### src/rtl/dco_lock_ctrl_if.sv
// dco_lock_ctrl_if: reference input, acquisition handshake and DCO code bus
// of the DCO frequency-lock controller. The controller takes the slave side;
// whoever drives the reference and issues start takes the master side.
`timescale 1ps/1ps
interface dco_lock_ctrl_if #(
    parameter int ALPHA_W = 7,
    parameter int CNT_W   = 12
);
    logic               ref_in;
    logic               start;
    logic [CNT_W-1:0]   target_cnt;
    logic [ALPHA_W-1:0] alpha;
    logic               busy;
    logic               locked;
    logic [CNT_W-1:0]   meas_cnt;

    modport master (
        output ref_in, start, target_cnt,
        input  alpha, busy, locked, meas_cnt
    );

    modport slave (
        input  ref_in, start, target_cnt,
        output alpha, busy, locked, meas_cnt
    );
endinterface

### src/rtl/dco_lock_ctrl.sv
// dco_lock_ctrl: frequency-lock controller for a DCO, clocked by the DCO
// itself. It counts DCO cycles per reference period and runs a binary (SAR)
// search on the delay code alpha until the count matches the captured target.
// Larger alpha means more delay, i.e. a slower DCO and a smaller count.
// Optional feature macro: DCO_LOCK_TRACK_EN -- after the SAR search, keep
// tracking with +/-1 alpha steps and report lock only inside the deadband.
`timescale 1ps/1ps
module dco_lock_ctrl #(
    parameter int ALPHA_W     = 7,
    parameter int CNT_W       = 12,
    parameter int SETTLE_REFS = 1,
    parameter int LOCK_TOL    = 1
) (
    input  logic           clk,
    input  logic           rst_n,
    dco_lock_ctrl_if.slave bus
);

    localparam int KW = (ALPHA_W > 1) ? $clog2(ALPHA_W) : 1;
    localparam int SW = $clog2(SETTLE_REFS + 2);

    localparam logic [KW-1:0]      K_TOP       = KW'(ALPHA_W - 1);
    localparam logic [KW-1:0]      K_ZERO      = KW'(0);
    localparam logic [KW-1:0]      K_ONE       = KW'(1);
    localparam logic [SW-1:0]      S_ZERO      = SW'(0);
    localparam logic [SW-1:0]      S_ONE       = SW'(1);
    localparam logic [SW-1:0]      SETTLE_LAST = SW'(SETTLE_REFS);
    localparam logic [CNT_W-1:0]   CNT_ZERO    = CNT_W'(0);
    localparam logic [CNT_W-1:0]   CNT_ONE     = CNT_W'(1);
    localparam logic [CNT_W-1:0]   CNT_MAX     = {CNT_W{1'b1}};
    localparam logic [ALPHA_W-1:0] ALPHA_ZERO  = ALPHA_W'(0);
    localparam logic [ALPHA_W-1:0] ALPHA_ONE   = ALPHA_W'(1);

    // Parameter sets the counters cannot represent are rejected at elaboration.
    if ((LOCK_TOL < 0) || (LOCK_TOL >= (1 << CNT_W)) || (SETTLE_REFS < 0)) begin : g_param_err
        $error("dco_lock_ctrl: LOCK_TOL or SETTLE_REFS out of range");
    end

    typedef enum logic [2:0] {
        ST_IDLE    = 3'd0,
        ST_TRIAL   = 3'd1,
        ST_SETTLE  = 3'd2,
        ST_MEASURE = 3'd3,
        ST_DECIDE  = 3'd4,
        ST_DONE    = 3'd5
`ifdef DCO_LOCK_TRACK_EN
        ,
        ST_TRACK   = 3'd6,
        ST_TSETTLE = 3'd7
`endif
    } state_t;

    // Saturating up-count used by the period counter.
    function automatic logic [CNT_W-1:0] cnt_sat_inc(input logic [CNT_W-1:0] v);
        logic [CNT_W-1:0] r;
        if (v == CNT_MAX) begin
            r = v;
        end else begin
            r = v + CNT_ONE;
        end
        return r;
    endfunction

`ifdef DCO_LOCK_TRACK_EN
    // Alpha step towards more delay, sticking at the top code.
    function automatic logic [ALPHA_W-1:0] alpha_sat_inc(input logic [ALPHA_W-1:0] v);
        logic [ALPHA_W-1:0] r;
        if (v == {ALPHA_W{1'b1}}) begin
            r = v;
        end else begin
            r = v + ALPHA_ONE;
        end
        return r;
    endfunction

    // Alpha step towards less delay, sticking at zero.
    function automatic logic [ALPHA_W-1:0] alpha_sat_dec(input logic [ALPHA_W-1:0] v);
        logic [ALPHA_W-1:0] r;
        if (v == ALPHA_ZERO) begin
            r = v;
        end else begin
            r = v - ALPHA_ONE;
        end
        return r;
    endfunction
`endif

    // Reference synchroniser and edge detector state.
    logic               ref_s1_q;
    logic               ref_s2_q;
    logic               ref_s3_q;
    logic               ref_rise_s;

    // Period counter and measurement.
    logic [CNT_W-1:0]   run_cnt_q;
    logic [CNT_W-1:0]   run_cnt_d;
    logic [CNT_W-1:0]   meas_cnt_q;
    logic               meas_valid_q;

    // Acquisition FSM state and registered outputs.
    state_t             state_q;
    logic [ALPHA_W-1:0] alpha_q;
    logic               busy_q;
    logic               locked_q;
    logic [KW-1:0]      bit_q;
    logic [SW-1:0]      settle_q;
    logic [CNT_W-1:0]   target_q;

    logic [ALPHA_W-1:0] bit_mask_s;
    logic               meas_ge_s;
    logic               start_ok_s;

    // ref_in is asynchronous: two flops for metastability, a third to find the rising edge.
    always_ff @(posedge clk or negedge rst_n) begin
        if (!rst_n) begin
            ref_s1_q <= 1'b0;
            ref_s2_q <= 1'b0;
            ref_s3_q <= 1'b0;
        end else begin
            ref_s1_q <= bus.ref_in;
            ref_s2_q <= ref_s1_q;
            ref_s3_q <= ref_s2_q;
        end
    end

    assign ref_rise_s = ref_s2_q & ~ref_s3_q;

    // Period counter restarts at 1 on each reference edge and otherwise counts up, never wrapping.
    always_comb begin
        run_cnt_d = run_cnt_q;
        if (ref_rise_s) begin
            run_cnt_d = CNT_ONE;
        end else begin
            run_cnt_d = cnt_sat_inc(run_cnt_q);
        end
    end

    // The count reached at a reference edge is the DCO cycles in the period just ended.
    always_ff @(posedge clk or negedge rst_n) begin
        if (!rst_n) begin
            run_cnt_q    <= CNT_ZERO;
            meas_cnt_q   <= CNT_ZERO;
            meas_valid_q <= 1'b0;
        end else begin
            run_cnt_q    <= run_cnt_d;
            meas_valid_q <= ref_rise_s;
            if (ref_rise_s) begin
                meas_cnt_q <= run_cnt_q;
            end
        end
    end

    assign bit_mask_s = ALPHA_ONE << bit_q;
    // Count at or above target: DCO is fast enough or on target, so the trial bit stays.
    assign meas_ge_s  = (meas_cnt_q >= target_q);

`ifdef DCO_LOCK_TRACK_EN
    localparam int TW = CNT_W + 1;
    localparam logic [TW-1:0] TOL_X = TW'(LOCK_TOL);

    logic [TW-1:0]    hi_lim_s;
    logic [CNT_W-1:0] lo_lim_s;
    logic             above_s;
    logic             below_s;

    // One extra bit keeps target+tol from wrapping; target-tol clamps at zero.
    assign hi_lim_s = {1'b0, target_q} + TOL_X;
    assign lo_lim_s = ({1'b0, target_q} < TOL_X) ? CNT_ZERO : (target_q - TOL_X[CNT_W-1:0]);
    assign above_s  = ({1'b0, meas_cnt_q} > hi_lim_s);
    assign below_s  = (meas_cnt_q < lo_lim_s);
`endif

    // A start is honoured only when no search is running.
    always_comb begin
        start_ok_s = 1'b0;
        case (state_q)
            ST_IDLE, ST_DONE: start_ok_s = bus.start;
`ifdef DCO_LOCK_TRACK_EN
            ST_TRACK, ST_TSETTLE: start_ok_s = bus.start;
`endif
            default: start_ok_s = 1'b0;
        endcase
    end

    // Acquisition FSM: SAR from the MSB down, each step settles then measures once.
    always_ff @(posedge clk or negedge rst_n) begin
        if (!rst_n) begin
            state_q  <= ST_IDLE;
            alpha_q  <= ALPHA_ZERO;
            busy_q   <= 1'b0;
            locked_q <= 1'b0;
            bit_q    <= K_ZERO;
            settle_q <= S_ZERO;
            target_q <= CNT_ZERO;
        end else if (start_ok_s) begin
            // Start also wins over a simultaneous reference edge; settling discards that period.
            target_q <= bus.target_cnt;
            bit_q    <= K_TOP;
            alpha_q  <= ALPHA_ZERO;
            busy_q   <= 1'b1;
            locked_q <= 1'b0;
            settle_q <= S_ZERO;
            state_q  <= ST_TRIAL;
        end else begin
            case (state_q)
                ST_IDLE: begin
                    state_q <= ST_IDLE;
                end
                ST_TRIAL: begin
                    alpha_q  <= alpha_q | bit_mask_s;
                    settle_q <= S_ZERO;
                    state_q  <= ST_SETTLE;
                end
                ST_SETTLE: begin
                    // First pulse closes the partial period, then SETTLE_REFS full ones are dropped.
                    if (meas_valid_q) begin
                        if (settle_q == SETTLE_LAST) begin
                            settle_q <= S_ZERO;
                            state_q  <= ST_MEASURE;
                        end else begin
                            settle_q <= settle_q + S_ONE;
                        end
                    end
                end
                ST_MEASURE: begin
                    if (meas_valid_q) begin
                        state_q <= ST_DECIDE;
                    end
                end
                ST_DECIDE: begin
                    if (!meas_ge_s) begin
                        alpha_q <= alpha_q & ~bit_mask_s;
                    end
                    if (bit_q == K_ZERO) begin
                        busy_q   <= 1'b0;
                        locked_q <= 1'b1;
`ifdef DCO_LOCK_TRACK_EN
                        state_q  <= ST_TRACK;
`else
                        state_q  <= ST_DONE;
`endif
                    end else begin
                        bit_q   <= bit_q - K_ONE;
                        state_q <= ST_TRIAL;
                    end
                end
                ST_DONE: begin
                    state_q <= ST_DONE;
                end
`ifdef DCO_LOCK_TRACK_EN
                ST_TRACK: begin
                    if (meas_valid_q) begin
                        if (above_s) begin
                            alpha_q  <= alpha_sat_inc(alpha_q);
                            locked_q <= 1'b0;
                            settle_q <= S_ZERO;
                            state_q  <= ST_TSETTLE;
                        end else if (below_s) begin
                            alpha_q  <= alpha_sat_dec(alpha_q);
                            locked_q <= 1'b0;
                            settle_q <= S_ZERO;
                            state_q  <= ST_TSETTLE;
                        end else begin
                            locked_q <= 1'b1;
                        end
                    end
                end
                ST_TSETTLE: begin
                    if (meas_valid_q) begin
                        if (settle_q == SETTLE_LAST) begin
                            settle_q <= S_ZERO;
                            state_q  <= ST_TRACK;
                        end else begin
                            settle_q <= settle_q + S_ONE;
                        end
                    end
                end
`endif
                default: begin
                    state_q  <= ST_IDLE;
                    alpha_q  <= ALPHA_ZERO;
                    busy_q   <= 1'b0;
                    locked_q <= 1'b0;
                end
            endcase
        end
    end

    assign bus.alpha    = alpha_q;
    assign bus.busy     = busy_q;
    assign bus.locked   = locked_q;
    assign bus.meas_cnt = meas_cnt_q;

endmodule

### src/flat_wrapper.sv
// flat-port wrapper written by rule: the top's interface ports become plain ports
module dco_lock_ctrl_flat 
#(
    parameter int ALPHA_W     = 7,
    parameter int CNT_W       = 12,
    parameter int SETTLE_REFS = 1,
    parameter int LOCK_TOL    = 1
)
  (clk, rst_n, bus_ref_in, bus_start, bus_target_cnt, bus_alpha, bus_busy, bus_locked, bus_meas_cnt);
  dco_lock_ctrl_if #(.ALPHA_W(ALPHA_W), .CNT_W(CNT_W)) bus_i ();
  input  logic clk;
  input  logic rst_n;
  input wire logic [$bits(bus_i.ref_in)-1:0] bus_ref_in;
  input wire logic [$bits(bus_i.start)-1:0] bus_start;
  input wire logic [$bits(bus_i.target_cnt)-1:0] bus_target_cnt;
  output wire logic [$bits(bus_i.alpha)-1:0] bus_alpha;
  output wire logic [$bits(bus_i.busy)-1:0] bus_busy;
  output wire logic [$bits(bus_i.locked)-1:0] bus_locked;
  output wire logic [$bits(bus_i.meas_cnt)-1:0] bus_meas_cnt;
  assign bus_i.ref_in = bus_ref_in;
  assign bus_i.start = bus_start;
  assign bus_i.target_cnt = bus_target_cnt;
  assign bus_alpha = bus_i.alpha;
  assign bus_busy = bus_i.busy;
  assign bus_locked = bus_i.locked;
  assign bus_meas_cnt = bus_i.meas_cnt;
  dco_lock_ctrl #(.ALPHA_W(ALPHA_W), .CNT_W(CNT_W), .SETTLE_REFS(SETTLE_REFS), .LOCK_TOL(LOCK_TOL)) u_core (.clk(clk), .rst_n(rst_n), .bus(bus_i));
endmodule
### config.mk
export PLATFORM = sky130hd
export DESIGN_NAME = dco_lock_ctrl_flat
export DESIGN_NICKNAME = d
export VERILOG_FILES = /design/src/rtl/dco_lock_ctrl_if.sv /design/src/rtl/dco_lock_ctrl.sv /design/src/flat_wrapper.sv
export SDC_FILE = /design/constraint.sdc
export NUM_CORES = 1
export LEC_CHECK = 0
export CORE_UTILIZATION = 50
export CTS_CLUSTER_DIAMETER = 60
export DETAILED_ROUTE_END_ITERATION = 10
export GPL_TIMING_DRIVEN = 1
export HOLD_SLACK_MARGIN = 0.05
export PLACE_DENSITY = 0.73
export RECOVER_POWER = 25
export SLEW_MARGIN = 20
export SYNTH_ARGS = -nofsm -noshare
export SYNTH_HDL_FRONTEND = slang
export SYNTH_SLANG_ARGS = --single-unit
### constraint.sdc
create_clock -name clk -period 2.8 [get_ports clk]
set_input_delay 0.42 -clock clk [delete_from_list [all_inputs] [get_ports clk]]
set_output_delay 0.42 -clock clk [all_outputs]
set_load 0.01 [all_outputs]
### Routed metal, one colour a layer, run 1

Drawn at 4 px/um. Only two layers are drawn.
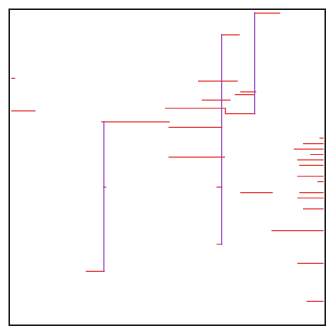
legend:
  red:
    layer: metal 3
    wire_length: 199 um
  purple:
    layer: metal 4
    wire_length: 115 um
final wirelength: 5.62 mm
Routed WL per cell: 13.1 um
GRT Resource Usage Total: 20.7%
vias: 2219

### The clock network, run 1

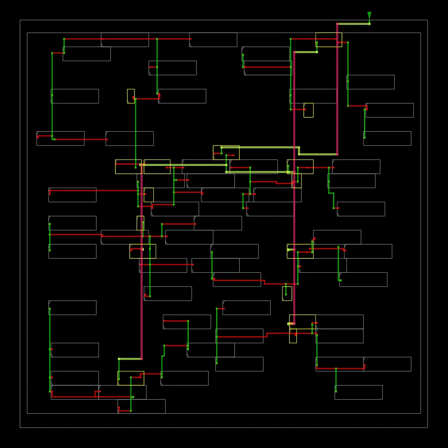
P_clk: 0.618 mW
Late-Pin Clk Latency: 330 ps
CTS sink cnt: 57
CTS Buf Count: 9
layout clock buffer count: 12

### Clock network drawn from the DEF, run 1

Drawn at 6 px/um.
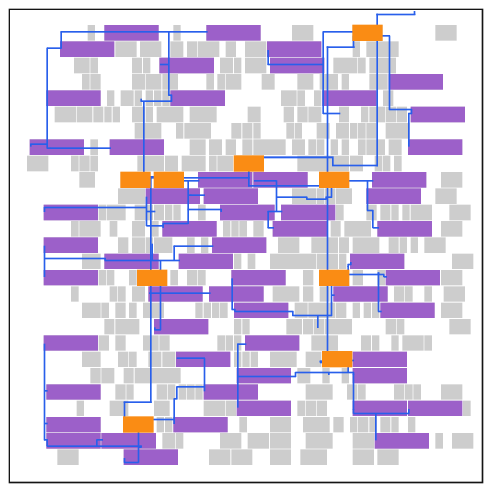
legend:
  orange:
    item: clock drivers
    count: 9
  blue:
    item: clock wires
    length: 702 um
  purple:
    item: flip-flops
    count: 57
flops lie: widely spread

==> impl_metrics.env, run 1 <==
# implementation run metrics
export IMPL_status="finished clean"
export IMPL_comb_cells=216
export IMPL_simple_gate_area_share_pct=19.9
export IMPL_clkTransAtPathRegs_ps=60
export IMPL_worstSetupStartpoint="rst_n"
export IMPL_yosys_register_bits=57
export IMPL_via_per_inst=5.16
export IMPL_placed_area_um2=3340
export IMPL_fin_hold_ws_ps=348
export IMPL_p_leak_nw=1.60
export IMPL_cts_resized=0
export IMPL_grt_max_degree=29
export IMPL_worstMarginPinSlew_ps=1020
export IMPL_io_pins=37
export IMPL_final_cells=430
export IMPL_yosys_cell_types_count=49
export IMPL_drc=0
export IMPL_fa_ha_area_share_pct=7.67
export IMPL_crit_buf_inv=3
export IMPL_firstDrtPassIters=4
export IMPL_final_cell_area_um2=3490
export IMPL_root_buffer="clkbuf_8"
export IMPL_wl_met1_mm=2.86
export IMPL_comb_power_mw=0.865
export IMPL_internal_power_mw=1.75
export IMPL_whs_path_depth=0
export IMPL_fp_util_pct=52.7
export IMPL_top_usage_layer="met2"
export IMPL_power_frac_seq_pct=45.2
export IMPL_inverters_excl_clock=29
export IMPL_crit_cells=3
export IMPL_fill_cells=493
export IMPL_clockPowerShare_pct=22.8
export IMPL_cp_max_fo=19
export IMPL_sh_comb_area_pct=38.0
export IMPL_top_cell_area_share_pct=48.6
export IMPL_initialDrtViolationCount=79
export IMPL_edf_count=0
export IMPL_met1_usage_pct=28.5
export IMPL_reg2reg_depth=6
export IMPL_hold_viol=0
export IMPL_ys_sh_xor_pct=1.79
export IMPL_rr_startpoint="u_core.bus.meas_cnt[9]$_DFFE_PN0P_"
export IMPL_path_common_cell="clkbuf_1"
export IMPL_logic_family="simple AND/OR/NAND/NOR gates"
export IMPL_seq_power_mw=1.22
export IMPL_grt_pass1_vias=2140
export IMPL_fin_crit_ps=1970
export IMPL_gp_congestion=0.784
export IMPL_largest_class="sequential cells"
export IMPL_worstHoldStart="u_core.ref_s1_q$_DFF_PN0_"
export IMPL_slew_viol_final=0
export IMPL_totalPowerFinal_mw=2.71
export IMPL_dieArea_um2=6180
export IMPL_yosys_warnings=0
export IMPL_ir_worst_vdd_mv=0.340
export IMPL_crit_type="primary input to async pin"
export IMPL_ant_nets=0
export IMPL_cp_end_kind="async pin"
export IMPL_ff_type="dfrtp_1"
export IMPL_hp_class="flop to flop"
export IMPL_async_flop_share_pct=100
export IMPL_met2WireLength_mm=2.45
export IMPL_seq_share_pct=40.8
export IMPL_start_kind="primary input"
export IMPL_syn_to_final_growth_pct=19.0
export IMPL_dp_cells=413
export IMPL_cp_cell_sequence="dlygate4sd3_1, clkbuf_1, clkbuf_1"
export IMPL_antenna_found_initial=0
export IMPL_p_sw_share_pct=35.5
export IMPL_use_met2_pct=31.3
export IMPL_ys_area_um2=2940
export IMPL_ys_cells=314
export IMPL_dp_hpwl_mm=4.10
export IMPL_rsz0062_at_grt="false"
export IMPL_cts_max_path_buffers=2
export IMPL_buffers_excl_clock=40
export IMPL_drv_cap=0
export IMPL_power_top_consumer="registers"
export IMPL_endpoint="u_core.settle_q[0]$_DFFE_PN0P_"
export IMPL_syn_area_per_cell_um2=9.35
export IMPL_diodes=0
export IMPL_cpPeakStageDelay_ps=820
export IMPL_cts_hold_buf=1
export IMPL_grt_pass1_wl_mm=9.74
export IMPL_clk_share_pct=4.44
export IMPL_core_um2=5570
export IMPL_post_route_period_util_pct=70.4
export IMPL_fp_nets=348
export IMPL_setup_violations=0
export IMPL_met3_usage_pct=4.07
export IMPL_num_rows=27
export IMPL_nets=387
### Logic cells by family, run 1

Drawn at 4 px/um.
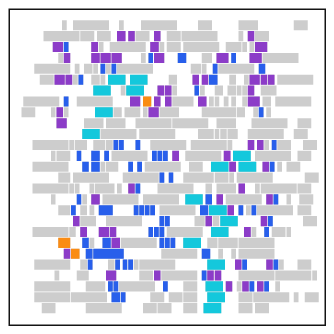

## Run 2: what changed since run 1
==> constraint.sdc (replaced) <==
create_clock -name clk -period 2 [get_ports clk]
set_input_delay 0.3 -clock clk [delete_from_list [all_inputs] [get_ports clk]]
set_output_delay 0.3 -clock clk [all_outputs]
set_load 0.01 [all_outputs]
### Logic cells by family, run 2

Drawn at 4 px/um.
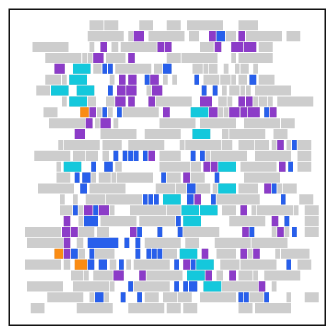
legend:
  blue:
    family: nand cells
    cells: 72
    most_used: nand2_1
  orange:
    family: and/or cells
    cells: 3
  purple:
    family: aoi and oai cells
    cells: 63
    most_used: o21ai_0
  cyan:
    family: fa/ha/maj cells
    cells: 18
    most_used: ha_1
Layout Cells excl Fill: 434
Comb/total area: 37.3%

### Routed metal, one colour a layer, run 2

Drawn at 4 px/um. Only two layers are drawn.
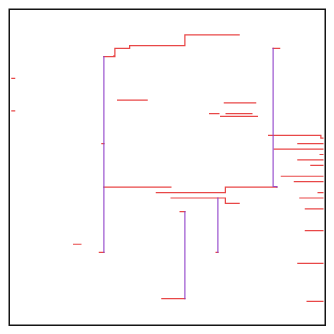
final wirelength: 5.96 mm
vias: 2281
GRT Resource Usage Total: 22.1%
Routed WL per cell: 13.7 um

### M4 wires, run 2

Drawn at 4 px/um.
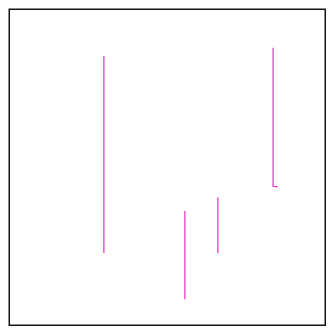
main direction: vertical
nets with wire on the layer: 3
longest straight run: 49.0 um

==> run 2 against run 1 <==
  * Cell count grew 0.93%
  * Utilization grew 1.6 points
  * Cell area grew 2.5%
  * Area after synthesis unchanged
  * Non-clock buffer count grew 4
  * Sequential share of layout area down 1.0 points
  * Register-to-register slack got worse by 790 ps
  * Worst hold slack improved by 4.3 ps
  * Sequential power up 39%
  * Critical path type is now flop to flop
  * Largest cell class unchanged
==> impl_metrics.env, run 2 <==
# implementation run metrics
export IMPL_top_area_cell="dfrtp_1"
export IMPL_syn_to_final_growth_pct=22.0
export IMPL_crit_cells=6
export IMPL_num_rows=27
export IMPL_hold_viol=0
export IMPL_yosys_warnings=0
export IMPL_top_cell_area_share_pct=48.6
export IMPL_worstSetupStartpoint="u_core.bus.meas_cnt[9]$_DFFE_PN0P_"
export IMPL_root_buffer="clkbuf_8"
export IMPL_clockPowerShare_pct=26.4
export IMPL_worstMarginPinSlew_ps=1270
export IMPL_cpPeakStageDelay_ps=490
export IMPL_dp_hpwl_mm=4.27
export IMPL_power_top_consumer="registers"
export IMPL_core_um2=5570
export IMPL_nClkBuffers=10
export IMPL_worst_r2r_setup_slack_ps=110
export IMPL_via_per_inst=5.26
export IMPL_yosys_register_bits=57
export IMPL_met2WireLength_mm=2.54
export IMPL_buffers_excl_clock=44
export IMPL_met3_usage_pct=5.47
export IMPL_regArea_um2=1430
export IMPL_fp_nets=348
export IMPL_simple_gate_area_share_pct=19.9
export IMPL_hp_class="flop to flop"
export IMPL_clkLatencyLatePin_ps=340
export IMPL_final_cell_area_um2=3580
export IMPL_seq_share_pct=39.8
export IMPL_p_leak_nw=1.64
export IMPL_antenna_found_initial=0
export IMPL_cts_buffers=9
export IMPL_cp_end_kind="flop"
export IMPL_logic_family="simple AND/OR/NAND/NOR gates"
export IMPL_comb_cells=216
export IMPL_fp_util_pct=52.7
export IMPL_use_met2_pct=30.3
export IMPL_clkTransAtPathRegs_ps=70
export IMPL_grt_max_degree=29
export IMPL_grt_pass1_vias=2178
export IMPL_p_sw_share_pct=35.1
export IMPL_drc=0
export IMPL_fin_hold_ws_ps=353
export IMPL_p_sw_mw=1.42
export IMPL_cp_max_fo=7
export IMPL_grt_pass1_wl_mm=10.3
export IMPL_totalPowerFinal_mw=4.04
export IMPL_met1_usage_pct=32.3
export IMPL_syn_area_per_cell_um2=9.35
export IMPL_ys_cells=314
export IMPL_nonClkBufAreaFrac_pct=11.8
export IMPL_rr_startpoint="u_core.bus.meas_cnt[9]$_DFFE_PN0P_"
export IMPL_fin_crit_ps=1890
export IMPL_inverters_excl_clock=29
export IMPL_cts_max_path_buffers=2
export IMPL_ff_type="dfrtp_1"
export IMPL_ir_worst_vdd_mv=0.540
export IMPL_internal_power_mw=2.62
export IMPL_power_clock_mw=1.07
export IMPL_firstDrtPassIters=4
export IMPL_seq_power_mw=1.69
export IMPL_crit_buf_inv=0
export IMPL_cp_cell_sequence="ha_1, a21oi_1, o21ai_0, nor3_2, o21a_4, o211ai_1"
export IMPL_fa_ha_area_share_pct=7.67
export IMPL_yosys_cell_types_count=49
export IMPL_crit_type="flop to flop"
export IMPL_ys_area_um2=2940
export IMPL_reg2reg_depth=6
export IMPL_endpoint="u_core.bus.alpha[2]$_DFFE_PN0P_"
export IMPL_whs_path_depth=0
export IMPL_clk_share_pct=5.45
export IMPL_nets=391
export IMPL_cts_hold_buf=1
export IMPL_ys_sh_xor_pct=1.79
export IMPL_dp_slack_ps=146
export IMPL_top_usage_layer="met1"
export IMPL_diodes=0
export IMPL_status="finished clean"
export IMPL_comb_power_mw=1.28
export IMPL_io_pins=37
export IMPL_placed_area_um2=3370
export IMPL_post_route_period_util_pct=94.5
export IMPL_async_flop_share_pct=100
export IMPL_wl_met1_mm=3.06
export IMPL_gp_congestion=0.832
export IMPL_initialDrtViolationCount=95
export IMPL_setup_violations=0
export IMPL_edf_count=0
export IMPL_cts_resized=0
export IMPL_dieArea_um2=6180
## Run 3: what changed since run 2
--- a/config.mk
+++ b/config.mk
@@ -5,6 +5,7 @@
 export SDC_FILE = /design/constraint.sdc
 export NUM_CORES = 1
 export LEC_CHECK = 0
+export ABC_CLOCK_PERIOD_IN_PS = 2000
 export CORE_UTILIZATION = 50
 export CTS_CLUSTER_DIAMETER = 60
 export DETAILED_ROUTE_END_ITERATION = 10
### The clock network, run 3

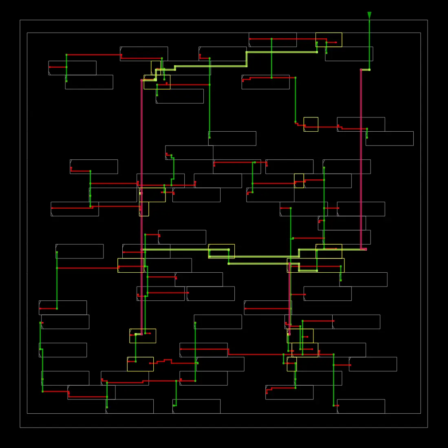
Late-Pin Clk Latency: 340 ps
clk_skew: 5.07 ps
FFs & Latches: 57

### Routed metal, one colour a layer, run 3

Drawn at 4 px/um. Only two layers are drawn.
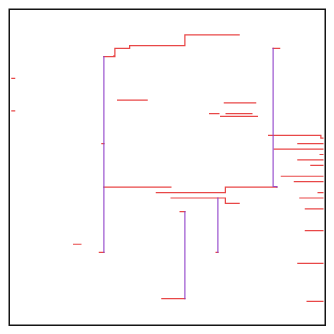

### Pin map, run 3

Drawn at 4 px/um. Pins as bars across the die edge, other pins in grey.
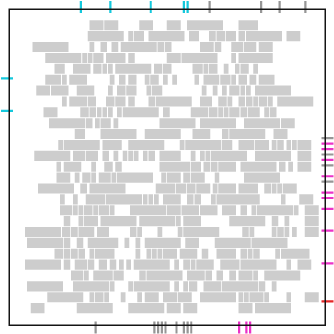
legend:
  cyan:
    port: bus_alpha
    pins: 7
    direction: output
    edge: 5 top, 2 left
  magenta:
    port: bus_target_cnt
    pins: 12
    direction: input
    edge: 9 right, 3 bottom
  red:
    port: rst_n
    pins: 1
    direction: input
    edge: right
all pins by edge: 14 right, 12 bottom, 9 top, 2 left

==> run 3 against run 2 <==
  * Cell count unchanged
  * Cell area unchanged
  * Sequential share of layout area unchanged
  * Clock power about the same
  * Combinational power about the same
  * Count of clock-buffer cells in the layout unchanged
  * Global-route usage unchanged
  * Sequential power about the same
  * Worst hold slack unchanged
  * Area after synthesis unchanged
  * Largest cell class unchanged
  * Largest power group unchanged
==> impl_metrics.env, run 3 <==
# implementation run metrics
export IMPL_buffers_excl_clock=44
export IMPL_placed_area_um2=3370
export IMPL_largest_class="sequential cells"
export IMPL_dp_hpwl_mm=4.27
export IMPL_p_leak_nw=1.64
export IMPL_core_um2=5570
export IMPL_fp_nets=348
export IMPL_top_cell_area_share_pct=48.6
export IMPL_dp_cells=416
export IMPL_met3_usage_pct=5.47
export IMPL_wl_mm=5.96
export IMPL_fin_hold_ws_ps=353
export IMPL_via_per_inst=5.26
export IMPL_rr_startpoint="u_core.bus.meas_cnt[9]$_DFFE_PN0P_"
export IMPL_crit_cells=6
export IMPL_totalPowerFinal_mw=4.04
export IMPL_endpoint="u_core.bus.alpha[2]$_DFFE_PN0P_"
export IMPL_worstSetupStartpoint="u_core.bus.meas_cnt[9]$_DFFE_PN0P_"
export IMPL_top_area_cell="dfrtp_1"
export IMPL_dp_slack_ps=146
export IMPL_drc=0
export IMPL_syn_area_per_cell_um2=9.35
export IMPL_ys_area_um2=2940
export IMPL_num_rows=27
export IMPL_wl_met1_mm=3.06
export IMPL_ant_nets=0
export IMPL_cpPeakStageDelay_ps=490
export IMPL_dieArea_um2=6180
export IMPL_simple_gate_area_share_pct=19.9
export IMPL_final_cells=434
export IMPL_cts_max_path_buffers=2
export IMPL_fa_ha_area_share_pct=7.67
export IMPL_grt_use_total_pct=22.1
export IMPL_cts_hold_buf=1
export IMPL_clockPowerShare_pct=26.4
export IMPL_fp_util_pct=52.7
export IMPL_diodes=0
export IMPL_nClkBuffers=10
export IMPL_met2WireLength_mm=2.54
export IMPL_start_kind="flop"
export IMPL_inverters_excl_clock=29
export IMPL_hold_viol=0
export IMPL_nets=391
export IMPL_comb_cells=216
export IMPL_wl_per_cell_um=13.7
export IMPL_logic_family="simple AND/OR/NAND/NOR gates"
export IMPL_nonClkBufAreaFrac_pct=11.8
export IMPL_status="finished clean"
export IMPL_worst_r2r_setup_slack_ps=110
export IMPL_worstHoldStart="u_core.ref_s1_q$_DFF_PN0_"
export IMPL_crit_buf_inv=0
export IMPL_top_usage_layer="met1"
export IMPL_post_route_period_util_pct=94.5
export IMPL_grt_pass1_vias=2178
export IMPL_cts_resized=0
export IMPL_vias=2281
export IMPL_firstDrtPassIters=4
export IMPL_ys_cells=314
export IMPL_syn_to_final_growth_pct=22.0
export IMPL_clkTransAtPathRegs_ps=70
export IMPL_initialDrtViolationCount=95
export IMPL_fin_crit_ps=1890
export IMPL_p_sw_mw=1.42
export IMPL_fill_cells=458
export IMPL_cp_max_fo=7
export IMPL_seq_share_pct=39.8
export IMPL_reg2reg_depth=6
export IMPL_power_top_consumer="registers"
Power and IR drop assume default switching activity.
